[config.mk]
export PLATFORM = sky130hd
export DESIGN_NAME = inst_dispatch
export DESIGN_NICKNAME = d
export VERILOG_FILES = /design/src/rtl/inst_dispatch.sv
export SDC_FILE = /design/constraint.sdc
export NUM_CORES = 1
export LEC_CHECK = 0
export ABC_AREA = 1
export CORE_MARGIN = 1.5
export CORE_UTILIZATION = 60
export CTS_BUF_LIST = sky130_fd_sc_hd__clkbuf_4 sky130_fd_sc_hd__clkbuf_8
export CTS_CLUSTER_SIZE = 30
export DETAILED_ROUTE_END_ITERATION = 7
export HOLD_SLACK_MARGIN = 0.02
export PLACE_DENSITY_LB_ADDON = 0.3
export SYNTH_ARGS = -nofsm -noshare
export SYNTH_HDL_FRONTEND = slang
export SYNTH_SLANG_ARGS = --single-unit
export TNS_END_PERCENT = 50
[constraint.sdc]
create_clock -name clk -period 2.85 [get_ports clk]
set_input_delay 0.4275 -clock clk [delete_from_list [all_inputs] [get_ports clk]]
set_output_delay 0.4275 -clock clk [all_outputs]
set_load 0.01 [all_outputs]
[src/rtl/inst_dispatch.sv]
// inst_dispatch: buffers instructions from the host in a DEPTH-entry FIFO.
// Issues each instruction to the core as a one-cycle inst/inst_valid pulse.
// Waits for core_done before popping the next entry.
// NOP entries (opcode 3'b000) are popped and dropped without being issued.
//
// Ports:
//   clk, rstn              clock, asynchronous active-low reset
//   host_inst, host_valid  enqueue request; host_ready = !full
//   inst, inst_valid       issued instruction (held) and its one-cycle pulse
//   core_done              completion pulse from the core
//   busy                   high while waiting for core_done
//   count                  FIFO occupancy
//   err_timeout            watchdog pulse (INST_DISPATCH_TIMEOUT_EN only)
//
// Build option: define INST_DISPATCH_TIMEOUT_EN to add a watchdog that
// abandons a WAIT after TIMEOUT cycles without core_done.
module inst_dispatch #(
  parameter int INST_WIDTH = 27,
  parameter int DEPTH      = 8,
  parameter int TIMEOUT    = 1023
) (
  input  logic                    clk,
  input  logic                    rstn,
  input  logic [INST_WIDTH-1:0]   host_inst,
  input  logic                    host_valid,
  output logic                    host_ready,
  output logic [INST_WIDTH-1:0]   inst,
  output logic                    inst_valid,
  input  logic                    core_done,
  output logic                    busy,
  output logic [$clog2(DEPTH):0]  count,
  output logic                    err_timeout
);

  localparam int AW = $clog2(DEPTH);
  localparam int CW = AW + 1;

  typedef enum logic {IDLE, WAIT} state_t;

  state_t                state;
  logic [INST_WIDTH-1:0] mem [DEPTH];
  logic [AW-1:0]         wptr;
  logic [AW-1:0]         rptr;
  logic                  push;
  logic                  pop;
  logic                  issue;
  logic                  timeout_hit;
  logic [INST_WIDTH-1:0] head;

  assign host_ready = (count != CW'(DEPTH));
  assign push       = host_valid && host_ready;
  assign head       = mem[rptr];
  // The pop decision uses the registered count, so a push into an empty
  // FIFO becomes visible to IDLE one cycle later.
  assign pop        = (state == IDLE) && (count != '0);
  assign issue      = pop && (head[INST_WIDTH-1 -: 3] != 3'b000);
  assign busy       = (state == WAIT);

  always_ff @(posedge clk) begin
    if (push) mem[wptr] <= host_inst;
  end

  always_ff @(posedge clk or negedge rstn) begin
    if (!rstn) begin
      wptr  <= '0;
      rptr  <= '0;
      count <= '0;
    end else begin
      if (push) wptr <= wptr + 1'b1;
      if (pop)  rptr <= rptr + 1'b1;
      case ({push, pop})
        2'b10:   count <= count + 1'b1;
        2'b01:   count <= count - 1'b1;
        default: count <= count;
      endcase
    end
  end

  always_ff @(posedge clk or negedge rstn) begin
    if (!rstn) begin
      state      <= IDLE;
      inst       <= '0;
      inst_valid <= 1'b0;
    end else begin
      inst_valid <= 1'b0;
      case (state)
        IDLE: begin
          if (issue) begin
            inst       <= head;
            inst_valid <= 1'b1;
            state      <= WAIT;
          end
        end
        WAIT: begin
          if (core_done || timeout_hit) state <= IDLE;
        end
        default: state <= IDLE;
      endcase
    end
  end

`ifdef INST_DISPATCH_TIMEOUT_EN
  localparam int TW = $clog2(TIMEOUT + 1);

  logic [TW-1:0] tcnt;

  // core_done on the limit cycle wins over the timeout.
  assign timeout_hit = (state == WAIT) && !core_done && (tcnt == TW'(TIMEOUT - 1));

  always_ff @(posedge clk or negedge rstn) begin
    if (!rstn) begin
      tcnt        <= '0;
      err_timeout <= 1'b0;
    end else begin
      err_timeout <= timeout_hit;
      if (issue)               tcnt <= '0;
      else if (state == WAIT)  tcnt <= tcnt + 1'b1;
    end
  end
`else
  assign timeout_hit = 1'b0;
  assign err_timeout = 1'b0;
`endif

endmodule
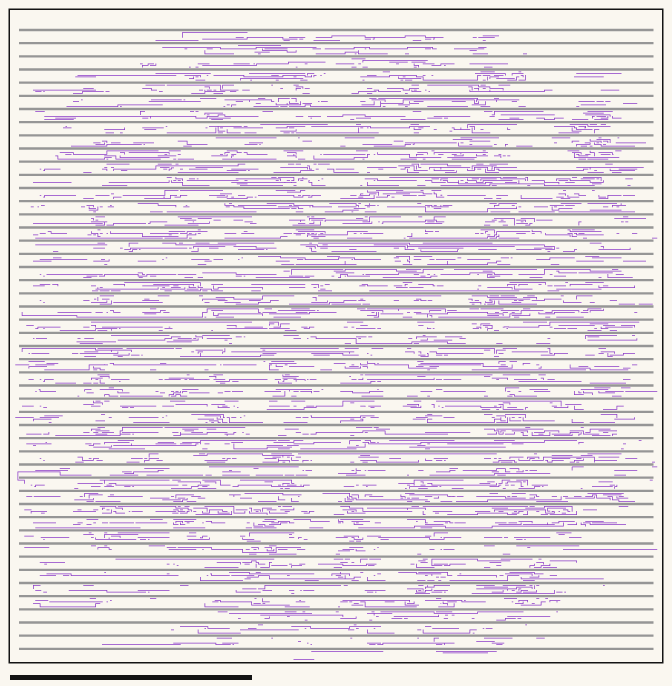
Figure 1: run 1, the metal 1 layer.
The bar under the picture is 50 um long. Supply wires on this layer in gray.
- longest straight run: 40.9 um
- nets with wire on the layer: 877

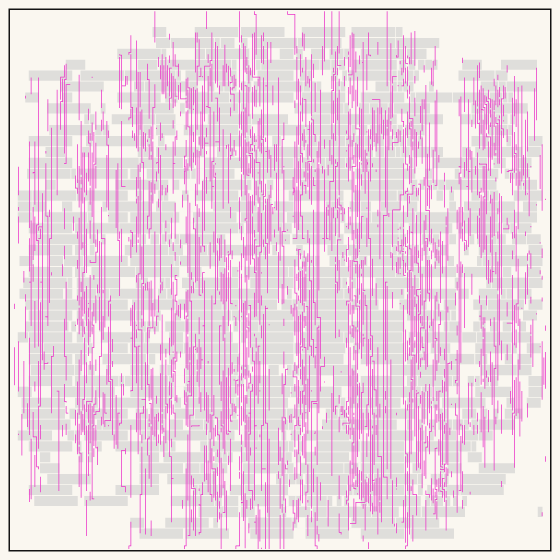
Figure 2: run 1, metal 2.
Cells faint in the background.
- nets with wire on the layer: 765
- main direction: vertical

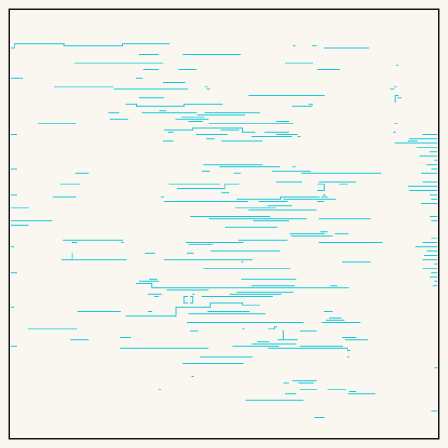
Figure 3: run 1, the metal 3 layer.
- longest straight run: 61.9 um
- nets with wire on the layer: 114
- wire length on this layer: 1850 um
- main direction: horizontal
- share of all routed wire: 8.2%

==> run notes, run 1 <==
yosys + openroad results -> busiest grt layer met2, drt drc 0, floorplan row count 47, Port Buffer Count 64, CTS resizes 0, Seq share, synth a little under three quarters, HPWL after detailed placement about 13000 um, CTS root buf clkbuf_8, hold buffer count at CTS 0, total global routing overflow 0, Synth Area in Simple Gates ~16%, MUX share of area 0%, Synth Flop Type edfxtp_1, Critical Path Sink host_ready, M3 GR Usage 5.48%, WP data required about 2.4 ns, Critical Path AT 1.89 ns, top cells by count 216 x edfxtp_1, 154 x nand2_1, 132 x nor2_1, met2 WL 11500 um, Non-Filler Instances 1176, wl on met1 8610 um, CP Depth 3, Max Clock Skew between 0.02 and 0.025 ns, post-placement cell count 1101, global-route usage over all layers 25.9%, xor+xnor area frac 0.589%, drt first-iter violations 574, worst skew pair latency between 0.5 and 0.6 ns, Core Util at FP between 60% and 70%, most frequent logic cell in the layout edfxtp_1, VDD IR max between 0.0006 and 0.0007 V, Tcrit/Tclk final between 80% and 90%, Worst-path clk slew 0.06 ns, status finished, final reports clean, crit-path max cell delay between 0.5 and 0.6 ns, Bufs and invs on worst path 1, Pins Over Slew Limit 0, Top non-seq family simple AND/OR/NAND/NOR gates, Bufs on Longest Clock Path 3, Hold Vio Cnt, Final 0, AND-OR/OR-AND share of the synthesized area 7.71%, Sink Count 255, DR top layer met4, I/O Pins 66, Top cell area share 62.3%, final wirelength around 22000 um, FFs w/ async S/R, synth 15.3%, Finished Cell Area between 10000 and 15000 um2, Leak Pwr 4.50 nW, vias in the first global route approximately 7000, Post-Syn Instances 851, routing usage on met2 43.8%, Die X 135 um, pin slew with the least headroom to its limit around 0.93 ns, Final TNS setup 0 ns, Yosys cell types 27, Final Hold Slack 0.0398 ns, pwr/cell area 1120 nW/um2, crit path from count[1], Reg2Reg Setup Slack ~0.59 ns, critical-path cell list nor2_1 -> nand3_1 -> clkdlybuf4s50_1, CTS HTree Levels 2, top post-synthesis cells by area edfxtp_1 62%, dfrtp_1 9.4%, nand2_1 5.6%, reg2reg path depth 11, total number of vias 6872, routed wl met3 1850 um, CTS buffer count 41, Synth Area per Inst ~12 um2
run 1: worst register-to-register path: cells and delay by family (launching register included):
kind	cells	cell delay (ns)
compound gates	2	0.27
fa+ha+maj	2	0.44
xor+xnor	1	0.15
flops	1	0.45
simple gates	5	0.76
buf+inv	1	0.08
run 1: layout make-up:
type / instances / area, um2
inverters: 20 / 75.1
clock buffers: 65 / 776
clock inverters: 10 / 149
fillers: 1109 / 4680
flip-flops and latches: 255 / 7460
repair buffers: 81 / 776
well taps: 220 / 275
multi-input cells: 525 / 2570
run 1: power breakdown:
| part | total, W | switching (W) | internal, W |
|---|---|---|---|
| combinational | 0.00500 | 0.00336 | 0.00164 |
| sequential | 0.00511 | 0.000293 | 0.00481 |
| clock | 0.00344 | 0.00135 | 0.00209 |
==> inputs of run 2 (changes only) <==
Clock period 2.85 ns to 2.3 ns, I/O delays scaled along.
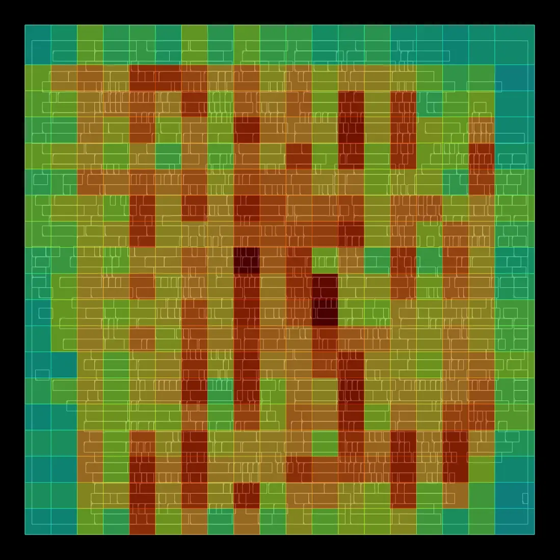
Figure 4: run 2, routing congestion map.
routing usage on met2: 42.0%
busiest grt layer: met2

==> run notes, run 2 <==
yosys + openroad results -> Pins Over Slew Limit 0, hold buffer count at CTS 1, crit path from count[1], Top non-seq family simple AND/OR/NAND/NOR gates, Yosys cell types 27, Tcrit/Tclk final 94.4%, HPWL after detailed placement 15200 um, switching share of total power ~38%, CTS root buf clkbuf_8, I/O Pins 66, vias in the first global route 6903, floorplan row count 47, most frequent logic cell in the layout edfxtp_1, routed wl met3 2850 um, Comb group 0.00639 W, NetSw 0.00631 W, met2 WL 10900 um, reg2reg path depth 11, drt drc 0, Port Buffer Count between 60 and 70, VDD IR max 0.000869 V, critical-path cell list nor2_2 -> nand3_1 -> clkdlybuf4s50_1, Max Clock Skew between 0.015 and 0.02 ns, Post-Syn Instances 851, # fillers approximately 1100, CTS resizes 0, global-route usage over all layers 27.3%, P_seq 0.00638 W, top cells by count 216 x edfxtp_1, 154 x nand2_1, 132 x nor2_1, clock network power 0.00391 W, drt first-iter violations 851, sequential share of power 38.3%, xor+xnor area frac less than 1%, Logic pwr share 38.3%, Finished Cell Area 12200 um2, Seq share, synth 71.7%, Top cell area share ~62%, Top Consumer combinational cells, pin slew with the least headroom to its limit 0.605 ns, pwr/cell area 1370 nW/um2, DR top layer met4, total global routing overflow 0, Critical Path AT 1.83 ns, total number of vias 7044, wl on met1 9430 um, final wirelength ~24000 um, MUX share of area 0%, Synth Flop Type edfxtp_1, Leak Pwr 4.53 nW, Sink Count roughly 260, status finished, final reports clean, crit-path max cell delay about 0.5 ns
-- run 2: cell types whose count changed in the layout (fill, tap and decap cells not counted), moves of 2 or more --
cell       previous run  this run
bufinv_16             4         2
clkinv_2              2         6
buf_12                1         8
buf_4                16        18
clkbuf_4             19        12
clkinv_1              3        10
-- run 2: final cells by class --
class	instances	area, um2	area share [%]
Multi-Input combinational cell	525	2570	21.1
Clock buffer	57	709	5.83
Timing Repair Buffer	91	941	7.73
Inverter	20	75.1	0.617
Tap cell	220	275	2.26
Sequential cell	255	7460	61.3
Clock inverter	19	135	1.11
-- run 2: critical path, delay by kind of cell, from the launching register on --
kind	cells	cell delay, ns
buffers and inverters	1	0.51
flip-flops	1	0.45
AND/OR/NAND/NOR	2	0.34
No activity file was given, so power comes from the tool's default toggle rates.
